==> config.mk <==
export PLATFORM = sky130hd
export DESIGN_NAME = alu_div_sched
export DESIGN_NICKNAME = d
export VERILOG_FILES = /design/src/rtl/alu_div_sched_pkg.sv /design/src/rtl/alu_div_sched_rr_arbiter.sv /design/src/rtl/alu_div_sched.sv
export SDC_FILE = /design/constraint.sdc
export NUM_CORES = 1
export LEC_CHECK = 0
export CORE_MARGIN = 3
export CORE_UTILIZATION = 36
export CTS_BUF_LIST = sky130_fd_sc_hd__clkbuf_8 sky130_fd_sc_hd__clkbuf_16
export CTS_CLUSTER_DIAMETER = 50
export DETAILED_ROUTE_END_ITERATION = 16
export GPL_ROUTABILITY_DRIVEN = 0
export PLACE_DENSITY = 0.79
export SLEW_MARGIN = 20
export SYNTH_ARGS = -nofsm -noshare
export SYNTH_HDL_FRONTEND = slang
export SYNTH_HIERARCHICAL = 1
export SYNTH_SLANG_ARGS = --single-unit
==> constraint.sdc <==
create_clock -name core_clk -period 3.7 [get_ports core_clk]
set_clock_uncertainty 0.15 [all_clocks]
set_input_delay 0.74 -clock core_clk [delete_from_list [all_inputs] [get_ports core_clk]]
set_output_delay 0.74 -clock core_clk [all_outputs]
set_load 0.01 [all_outputs]
==> src/rtl/alu_div_sched_pkg.sv <==
// Shared types, constants and helpers for the shared-divider scheduler.
package alu_div_sched_pkg;

  // ALU opcode encoding (subset of the core's ALU operators).
  typedef enum logic [6:0] {
    ALU_AND  = 7'b0010101,
    ALU_ADD  = 7'b0011000,
    ALU_SUB  = 7'b0011001,
    ALU_OR   = 7'b0101110,
    ALU_XOR  = 7'b0101111,
    ALU_DIVU = 7'b0110000,
    ALU_DIV  = 7'b0110001,
    ALU_REMU = 7'b0110010,
    ALU_REM  = 7'b0110011
  } alu_opcode_e;

  // Scheduler FSM states.
  typedef enum logic [1:0] {
    IDLE = 2'd0,
    BUSY = 2'd1,
    RESP = 2'd2
  } alu_div_sched_state_e;

  // Quotient returned for a divide by zero (all ones).
  localparam logic [31:0] DIV_ZERO_QUOT = 32'hFFFF_FFFF;
  // Largest supported requester count.
  localparam int NUM_REQ_MAX = 4;

  // True for DIVU/DIV/REMU/REM.
  function automatic logic is_div_op(input alu_opcode_e op);
    return (op[6:2] == 5'b01100);
  endfunction

  // Within the divide group, bit 1 selects remainder over quotient.
  function automatic logic is_rem_op(input alu_opcode_e op);
    return op[1];
  endfunction

endpackage

==> src/rtl/alu_div_sched_rr_arbiter.sv <==
// Combinational round-robin arbiter: searches valid_i starting at ptr_i and
// returns the first set index as a one-hot grant and as a binary index.
// The pointer register lives in the parent.
module rr_arbiter #(
  parameter int NUM_REQ = 2,
  parameter int RID_W   = $clog2(NUM_REQ)
) (
  input  logic [NUM_REQ-1:0] valid_i,
  input  logic [RID_W-1:0]   ptr_i,
  output logic [NUM_REQ-1:0] gnt_o,
  output logic [RID_W-1:0]   gnt_idx_o,
  output logic               gnt_valid_o
);

  logic [RID_W:0] idx;

  // Rotating priority search: first valid at or after the pointer wins.
  always_comb begin
    gnt_o       = '0;
    gnt_idx_o   = '0;
    gnt_valid_o = 1'b0;
    idx         = '0;
    for (int i = 0; i < NUM_REQ; i++) begin
      idx = {1'b0, ptr_i} + (RID_W + 1)'(i);
      if (idx >= (RID_W + 1)'(NUM_REQ)) begin
        idx = idx - (RID_W + 1)'(NUM_REQ);
      end
      if (!gnt_valid_o && valid_i[idx[RID_W-1:0]]) begin
        gnt_valid_o                = 1'b1;
        gnt_idx_o                  = idx[RID_W-1:0];
        gnt_o[idx[RID_W-1:0]]      = 1'b1;
      end
    end
  end

endmodule

==> src/rtl/alu_div_sched.sv <==
// Shared-divider scheduler: arbitrates NUM_REQ requesters onto the ALU's
// single iterative divider, holds each result until its owner takes it, and
// answers divide-by-zero and illegal opcodes without touching the divider.
//
// Handshakes: a request transfers on a rising edge where req_valid_i[i] and
// req_ready_o[i] are both high; a response transfers on a rising edge where
// rsp_valid_o[i] and rsp_ready_i[i] are both high. Requesters keep their
// fields stable while valid is high and ready is low. Toward the divider,
// div_enable_o stays high with stable operands until div_ready_i, and
// div_ex_ready_o pulses in that same cycle to release the divider.
module alu_div_sched
  import alu_div_sched_pkg::*;
#(
  parameter int NUM_REQ = 2,
  parameter int RID_W   = $clog2(NUM_REQ)
) (
  input  logic                 core_clk,
  input  logic                 rst,
  input  logic [NUM_REQ-1:0]   req_valid_i,
  output logic [NUM_REQ-1:0]   req_ready_o,
  input  alu_opcode_e          req_op_i [NUM_REQ],
  input  logic [31:0]          req_a_i  [NUM_REQ],
  input  logic [31:0]          req_b_i  [NUM_REQ],
  output logic [NUM_REQ-1:0]   rsp_valid_o,
  input  logic [NUM_REQ-1:0]   rsp_ready_i,
  output logic [31:0]          rsp_result_o,
  output logic                 rsp_err_o,
  output logic                 div_enable_o,
  output alu_opcode_e          div_operator_o,
  output logic [31:0]          div_a_o,
  output logic [31:0]          div_b_o,
  output logic                 div_ex_ready_o,
  input  logic                 div_ready_i,
  input  logic [31:0]          div_result_i,
  output alu_div_sched_state_e dbg_state_o
);

  alu_div_sched_state_e state_q, state_d;
  logic [RID_W-1:0]     ptr_q, ptr_d;
  logic [RID_W-1:0]     owner_q, owner_d;
  alu_opcode_e          op_q, op_d;
  logic [31:0]          a_q, a_d;
  logic [31:0]          b_q, b_d;
  logic [31:0]          res_q, res_d;
  logic                 err_q, err_d;

  logic [NUM_REQ-1:0]   gnt_oh;
  logic [RID_W-1:0]     gnt_idx;
  logic                 gnt_valid;

  rr_arbiter #(
    .NUM_REQ (NUM_REQ),
    .RID_W   (RID_W)
  ) u_arb (
    .valid_i     (req_valid_i),
    .ptr_i       (ptr_q),
    .gnt_o       (gnt_oh),
    .gnt_idx_o   (gnt_idx),
    .gnt_valid_o (gnt_valid)
  );

  // Divider interface and response bus come straight from registers so they
  // stay stable for the whole operation. Signed overflow (0x80000000 / -1)
  // is passed through untouched; the divider defines that result.
  assign div_enable_o   = (state_q == BUSY);
  assign div_operator_o = op_q;
  assign div_a_o        = a_q;
  assign div_b_o        = b_q;
  assign rsp_result_o   = res_q;
  assign rsp_err_o      = err_q;
  assign dbg_state_o    = state_q;

  // Next-state, latch updates and handshake outputs.
  always_comb begin
    state_d        = state_q;
    ptr_d          = ptr_q;
    owner_d        = owner_q;
    op_d           = op_q;
    a_d            = a_q;
    b_d            = b_q;
    res_d          = res_q;
    err_d          = err_q;
    req_ready_o    = '0;
    rsp_valid_o    = '0;
    div_ex_ready_o = 1'b0;
    case (state_q)
      IDLE: begin
        if (gnt_valid) begin
          req_ready_o = gnt_oh;
          owner_d     = gnt_idx;
          op_d        = req_op_i[gnt_idx];
          a_d         = req_a_i[gnt_idx];
          b_d         = req_b_i[gnt_idx];
          ptr_d       = (gnt_idx == RID_W'(NUM_REQ - 1)) ? '0 : gnt_idx + RID_W'(1);
          if (!is_div_op(req_op_i[gnt_idx])) begin
            res_d   = '0;
            err_d   = 1'b1;
            state_d = RESP;
          end else if (req_b_i[gnt_idx] == '0) begin
            // Divide by zero is answered locally; the divider stays idle.
            res_d   = is_rem_op(req_op_i[gnt_idx]) ? req_a_i[gnt_idx] : DIV_ZERO_QUOT;
            err_d   = 1'b0;
            state_d = RESP;
          end else begin
            err_d   = 1'b0;
            state_d = BUSY;
          end
        end
      end
      BUSY: begin
        if (div_ready_i) begin
          res_d          = div_result_i;
          div_ex_ready_o = 1'b1;
          state_d        = RESP;
        end
      end
      RESP: begin
        rsp_valid_o[owner_q] = 1'b1;
        if (rsp_ready_i[owner_q]) begin
          state_d = IDLE;
        end
      end
      default: state_d = IDLE;
    endcase
  end

  // State and latch registers; reset drops div_enable_o immediately.
  always_ff @(posedge core_clk or posedge rst) begin
    if (rst) begin
      state_q <= IDLE;
      ptr_q   <= '0;
      owner_q <= '0;
      op_q    <= ALU_DIVU;
      a_q     <= '0;
      b_q     <= '0;
      res_q   <= '0;
      err_q   <= 1'b0;
    end else begin
      state_q <= state_d;
      ptr_q   <= ptr_d;
      owner_q <= owner_d;
      op_q    <= op_d;
      a_q     <= a_d;
      b_q     <= b_d;
      res_q   <= res_d;
      err_q   <= err_d;
    end
  end

endmodule

==> run notes, run 1 <==
Implementation results.

The post-synthesis xor/xnor area fraction is 0. Per STA, the highest per-stage delay on the worst path measures 0.56 ns. At the end of the flow, the number of nets in the layout was 976. For this block, the routed nets add up to 18,000 µm of wire. The type of the most critical hold path is reg2reg. The worst path setup slack after routing is 0.505 ns. There are 108 flip-flops and latches.

The critical path's most frequent cell is clkdlybuf4s50_1. The CTS tree is done. The number of antenna violations at the first check in global routing is 0. CTS placed an instance of clkbuf_16 at the clock tree root.

The multi-input combinational cells in the finished layout cover a total of 2480 µm². The simple-gate share of the synthesized area is 0.123. The count of inserted tapcells is 180.

The power report puts the leakage power at 3.80 nW. The critical-path maximum fanout is 5. The leftover overflow at the end of global routing is 0. STA classifies the critical path endpoint as an output pin. Dividing total power by cell area gives a power density of 607 nW/µm². The relative slew slack is 0.434.

The flow ran to the end, and the final reports show no timing, DRC or antenna violations. The most common flop cell mapped by yosys is dfrtp_1. The combined global-route utilization of all metal layers is 0.217. The tally of buffers added on design ports is 292. The synthesized netlist occupies a cell area of 5360 µm². CTS reports a maximum clock tree buffer depth of 2.

The fraction of the core area occupied by cells at floorplan is 0.377. Synthesis produced a netlist whose cell count is 518. The final instance count without filler cells is 979. Counting flops with a built-in enable in the synthesized netlist gives 0. Non-clock inverters in the final layout number 5. For this run, the chip area from Yosys synthesis comes to 5360 µm². The slowest stage of the critical path belongs to the cell clkdlybuf4s50_1.

Overall power consumption after layout is estimated at 0.00534 W. The largest net degree at the start of global routing is 70.
## run 1: synth_stat cells (2+ instances only)
library cell | count | area, µm²
dfrtp_1 | 106 | 2650
nand2_1 | 113 | 424
inv_1 | 5 | 18.8
a21boi_0 | 3 | 22.5
nor4_1 | 16 | 100
buf_6 | 3 | 33.8
o21ai_0 | 71 | 355
or2_1 | 2 | 12.5
and2_1 | 2 | 12.5
mux2_1 | 30 | 338
dfstp_2 | 2 | 52.6
mux2i_1 | 70 | 701
and3_1 | 2 | 12.5
clkbuf_1 | 21 | 78.8
a22o_1 | 32 | 280
a21oi_1 | 2 | 10.0
nor2_1 | 5 | 18.8
buf_2 | 12 | 60.1
mux2_2 | 3 | 33.8
nand4_1 | 5 | 31.3
## run 1: state kept, by name, summed over array words and instances, names as in the netlist
| name | count |
|---|---|
| div_a_o | 32 |
| owner_q | 1 |
| ptr_q | 1 |
| rsp_result_o | 32 |
| dbg_state_o | 2 |
| div_b_o | 32 |
| rsp_err_o | 1 |
| div_operator_o | 7 |
## run 1: worst paths after layout
path                                start               to  slack (ns)  cells after the start
max                        req_valid_i[0]   req_ready_o[1]        0.50                      4
min                           div_b_o[28]      div_b_o[28]        0.33                      2
max reg2reg                         ptr_q  rsp_result_o[2]        1.06                      9
min reg2reg                   div_b_o[28]      div_b_o[28]        0.33                      2
max in group asynchronous             rst       div_a_o[5]        2.06                      3
min in group asynchronous             rst       div_b_o[0]        0.59                      2
## run 1: logic make-up after synthesis
family,Yosys count
AOI/OAI and AO/OA,114
buffers and inverters,41
and+or+nand+nor,152
muxes,103
DFF,108
## run 1: layer usage
layer	vias to the layer above	track usage	wire [µm]
li1	2402	-	-
met1	2427	0.251	6960
met2	208	0.388	9190
met3	31	0.0575	1440
met4	0	0.0724	426
met5	-	0	0
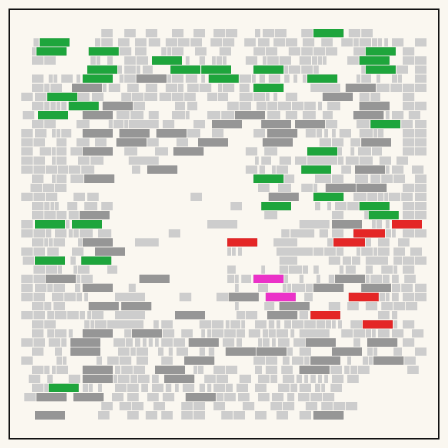
(run_1/registers.png)
Key: green = div_a_o [sequential cells 32]; magenta = dbg_state_o [sequential cells 2]; red = div_operator_o [sequential cells 7, where middle right]

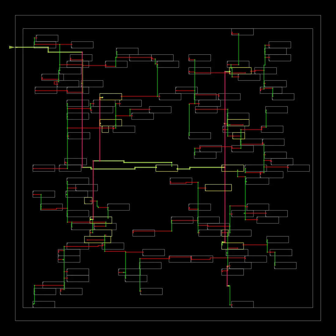
(run_1/final_clocks.png)
Sink Count: 108
total CTS buffers: 9
count of clock buffers in the final design: 10
clock latency on the worst-skew pair: 0.34 ns

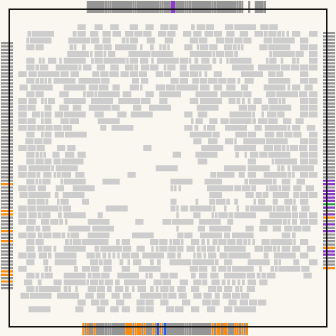
(run_1/pins.png)
Pins as bars across the die edge, other pins in gray.
Key: purple = req_op_i [pins 14, direction input, edge 12 right, 2 top]; green = rsp_err_o [pins 1, direction output, edge right]; orange = div_b_o [pins 32, direction output, edge 21 bottom, 8 left, 3 right]; blue = rsp_ready_i [pins 2, direction input, edge bottom]

## Run 2: what changed since run 1
GPL_ROUTABILITY_DRIVEN = default   (was 0)
==> run 2 against run 1 <==
  * Design area is the same
  * Wire length unchanged
  * Via count unchanged
  * Clock power hardly changed
  * Final cell count did not move
  * Sequential power hardly changed
==> run notes, run 2 <==
Implementation results.

The run finished with clean final reports. The post-synth tally of flip-flops with integrated enable is 0. The post-synthesis cell area is 5360 µm². Counting along the longest clock path gives a buffer depth of 2. The number of antenna violations at the first check in global routing is 0. The leakage component of the power was reported as 3.80 nW. The worst flop-to-flop path endpoint is rsp_result_o[2]. The source of the critical timing path is req_valid_i[0]. By count the netlist is led by nand2_1, dfrtp_1, o21ai_0, mux2i_1, a22o_1.

Of the post-synthesis cell area, the dominant cell type holds 0.495. The number of clock sinks came to 108. The total cell area reported by yosys after synthesis is 5360 µm². STA lists the maximum fanout along the critical path as 5. The global routing report lists combined usage of all routing layers as 0.217. The cell area power density is 607 nW/µm².

The startpoint of the worst hold path is div_b_o[28]. Per the layout area report, the combinational gate area comes to 2480 µm². In this run the tool buffered the top-level ports with 292 buffer cells. dfrtp_1 takes more of the synthesized area than any other cell. Entering global routing, the biggest net connects 70 pins. Post-synth the commonest register cell is dfrtp_1.
[run 2: cell counts in the layout (fill, tap and decap cells not counted)]
No cell type changed its count.
[run 2: worst min path at each step]
stage | endpoint | slack (ns) | cells after the start
after global placement | div_b_o[28] | 0.31 | 2
after global routing | div_b_o[28] | 0.36 | 2
after detailed placement | div_b_o[28] | 0.32 | 2
final | div_b_o[28] | 0.33 | 2
after floorplan | ptr_q | 0.32 | 2
after CTS | div_b_o[28] | 0.33 | 2
[run 2: layout make-up]
cell class	instances	share of cell area
clock buffer	10	0.0272
clock inverter	5	0.00953
inverter	5	0.00256
multi-input combinational	369	0.283
sequential	108	0.308
tap	180	0.0256
timing repair buffer	302	0.345
[run 2: power by group through the flow]
stage | clock, W | sequential, W | combinational [W]
floorplan | 0 | 0.00207 | 0.000874
global placement | 0 | 0.00187 | 0.00239
detailed placement | 0 | 0.00189 | 0.00244
CTS | 0.00107 | 0.00188 | 0.00246
global route | 0.00112 | 0.00193 | 0.00263
finish | 0.00104 | 0.00187 | 0.00242
[run 2: critical path, cell delays in order]
cell             delay (ns)
clkdlybuf4s50_1        0.56
or2_1                  0.26
and3_1                 0.20
clkdlybuf4s50_1        0.53
[run 2: metrics by stage]
step,worst slack [ns],util
after floorplan,0.711,-
after global placement,0.318,0.597
after detailed placement,0.254,0.597
after CTS,0.511,0.619
after global routing,0.441,0.619
final,0.505,0.619
[run 2: logic make-up (layout without fill, tap and decap cells)]
logic type,count (synthesis),count (layout),synth area share
flops,108,108,0.505
mux,103,103,0.200
compound gates,114,114,0.136
simple gates,152,152,0.123
buf+inv,41,322,0.0357
[run 2: per-layer routing]
metal,part of all wire,up-vias,global-route usage
li1,-,2402,-
met1,0.39,2427,0.251
met2,0.51,208,0.388
met3,0.080,31,0.0575
met4,0.024,0,0.0724
met5,0,-,0
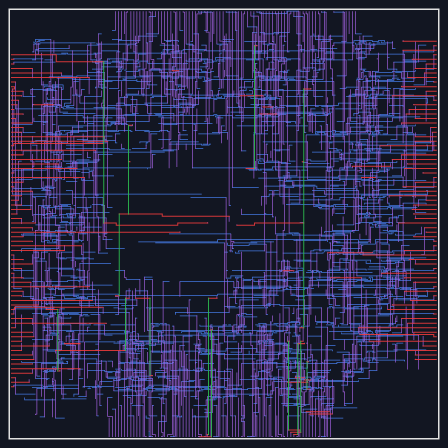
(run_2/metal_stack.png)
Key: purple = met2 [wire length 9,190 µm]; blue = met1 [wire length 6,960 µm]; red = met3 [wire length 1,440 µm]; green = met4 [wire length 426 µm]

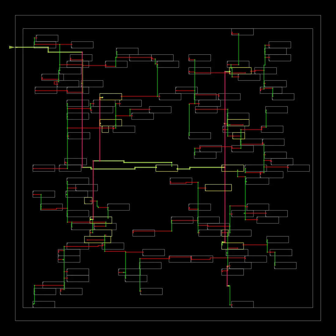
(run_2/final_clocks.png)
power drawn by the clock network: 0.00104 W
sequential cell count: 108

## Run 3: what changed since run 2
CORE_UTILIZATION = 30   (was 36)
PLACE_DENSITY = 0.68   (was 0.79)
==> run 3 against run 2 <==
  * Clock power is essentially flat
  * Maximum frequency is 0.55% higher
  * Synthesized cell count did not move
  * Worst hold slack better by 0.00090 ns
  * Register-to-register slack better by 0.05 ns
  * Flip-flop count stayed put
  * Non-clock buffer count increased by 1
  * First-iteration DRC count shrank 37%
  * Sequential share of layout area decreased by 0.26 points
  * Worst setup slack better by 0.017 ns
  * Critical path type unchanged
  * Highest routed layer is now met5
==> run notes, run 3 <==
Implementation results.

The type of the most critical hold path is reg2reg. The switching portion of total power is 0.340. The post-synthesis cell area is 5360 µm². At the worst endpoint, the arrival time is 2.29 ns.

The number of antenna violations at the first check in global routing was 1. The cell-mix breakdown from Yosys lists the simple-gate area share as 0.123. The share of the Yosys chip area taken by registers is 0.505. For reference, the top cells by area after synthesis are dfrtp_1, mux2i_1, nand2_1. The tally of buffers added on design ports is 292. The kind of capture point of the worst setup path is an output pin. The top-level port count is 293.

The standby leakage power is 3.82 nW. Sorting the synthesized cells by how often they occur yields nand2_1, dfrtp_1, o21ai_0, mux2i_1, a22o_1. The cell count after synthesis came out at 518. According to the finish report, the design has a final net count of 977. Entering global routing, the biggest net connects 109 pins. The share of synthesized area in the top cell type comes to 0.495. The largest buffer count on any clock path is 2. Across all register-to-register paths, the minimum setup slack is 1.11 ns.

After synthesis, the largest family of logic cells by area is multiplexers. Summed over all layers, the global routing overflow is 0. The net count after synthesis is 699. Summed over all routing layers, the global router reports a total usage of 0.181.

The end-of-flow core utilization is 0.509. In this run the cell area measured after placement is 8550 µm². Pins over their slew limit in the final report were tallied at 0.

In the post-route analysis, the smallest setup slack over all paths is 0.522 ns. Per the summary, power density relative to cell area is 602 nW/µm². Per the synthesis report, the adder-cell share of the synthesized area is 0. Per the synthesis report, the AND-OR/OR-AND share of the synthesized area is 0.136. After synthesis, the chip area reported by Yosys is 5360 µm². Wires add up to 17,900 µm. The relative slew slack is 0.539. Summing all multiplexer cells gives an area fraction of 0.200. The clock drives 108 sinks. The clock root buffer is clkbuf_16. Per the post-place timing report, worst setup slack is 0.241 ns.

The critical path maximum fanout is 5. The CTS tree is done. The run finished with clean final reports. Per the synthesis report, the XOR/XNOR share of the synthesized area is 0. The clock latency on the worst-skew pair is 0.34 ns.

The cell type contributing the most total cell area after synthesis is dfrtp_1. The combinational gate area is 2500 µm². The synthesis-to-finish area growth is 65.6%. The initial utilization of the core area, before any placement, comes to 0.308. Sorting the synthesis cell report by count puts at the top nand2_1.
## run 3: layout make-up
type                       count  area share
clock buffer                  10      0.0269
clock inverter                 6     0.00917
inverter                       5     0.00254
multi-input combinational    369       0.282
sequential                   108       0.305
tap                          225      0.0317
timing repair buffer         303       0.343
## run 3: through the flow
stage	total power [W]	hold WS [ns]	instances
2_1_floorplan	0.00294	0.316	518
3_3_place_gp	0.00431	0.311	1010
3_5_place_dp	0.00435	0.316	1010
4_1_cts	0.00542	0.335	1026
5_1_grt	0.00569	0.354	1026
6_report	0.00534	0.330	1026
## run 3: final timing paths
check / from / endpoint / cells after the start
max: req_valid_i[0] / req_ready_o[0] / 4
min: div_b_o[4] / div_b_o[4] / 2
max reg2reg: ptr_q / rsp_result_o[6] / 8
min reg2reg: div_b_o[4] / div_b_o[4] / 2
max in group asynchronous: rst / dbg_state_o[1] / 3
min in group asynchronous: rst / div_a_o[30] / 3
## run 3: power groups by stage
stage	logic [W]	registers [W]	clock network, W
detailed placement	0.00247	0.00188	0
global placement	0.00244	0.00187	0
CTS	0.00247	0.00187	0.00108
floorplan	0.000874	0.00207	0
global route	0.00264	0.00193	0.00112
finish	0.00243	0.00186	0.00105
## run 3: worst max-delay path, stage by stage
cell and delay, ns:
clkdlybuf4s50_1 0.57, or2_1 0.26, and3_1 0.19, clkdlybuf4s50_1 0.53
## run 3: routing by layer
| metal | vias up | part of all wire | track usage | wire, µm |
|---|---|---|---|---|
| met5 | - | 0.00067 | 0 | 12 |
| met2 | 163 | 0.49 | 0.301 | 8710 |
| met3 | 28 | 0.067 | 0.0515 | 1210 |
| met1 | 2280 | 0.43 | 0.231 | 7680 |
| met4 | 2 | 0.019 | 0.0546 | 336 |
| li1 | 2403 | - | - | - |
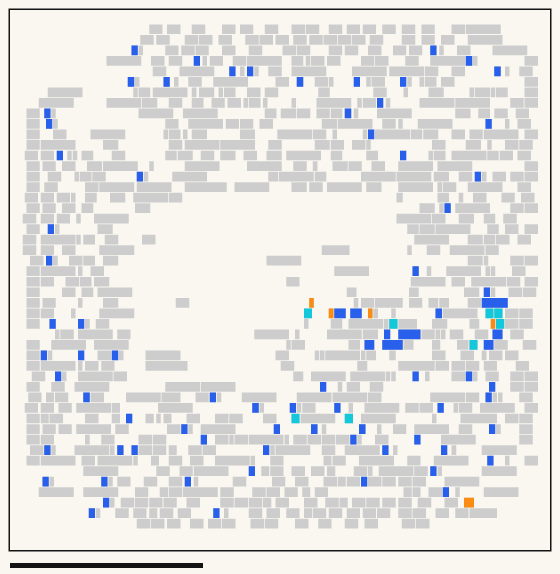
(run_3/gate_families.png)
Bar = 50 µm.
Key: orange = inverters [cells 5, most used inv_1]; blue = inverting AOI/OAI gates [cells 80, most used o21ai_0, where widely spread]; cyan = AND and OR gates [cells 8, where middle right]

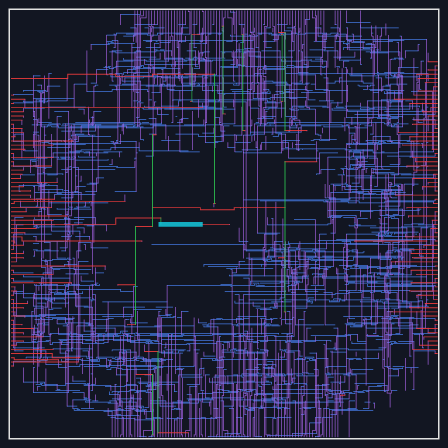
(run_3/metal_stack.png)
Key: red = met3 [wire length 1,210 µm]; purple = met2 [wire length 8,710 µm]; cyan = met5 [wire length 12.9 µm]; green = met4 [wire length 337 µm]; blue = met1 [wire length 7,680 µm]

No activity file was given, so power comes from the tool's default toggle rates.
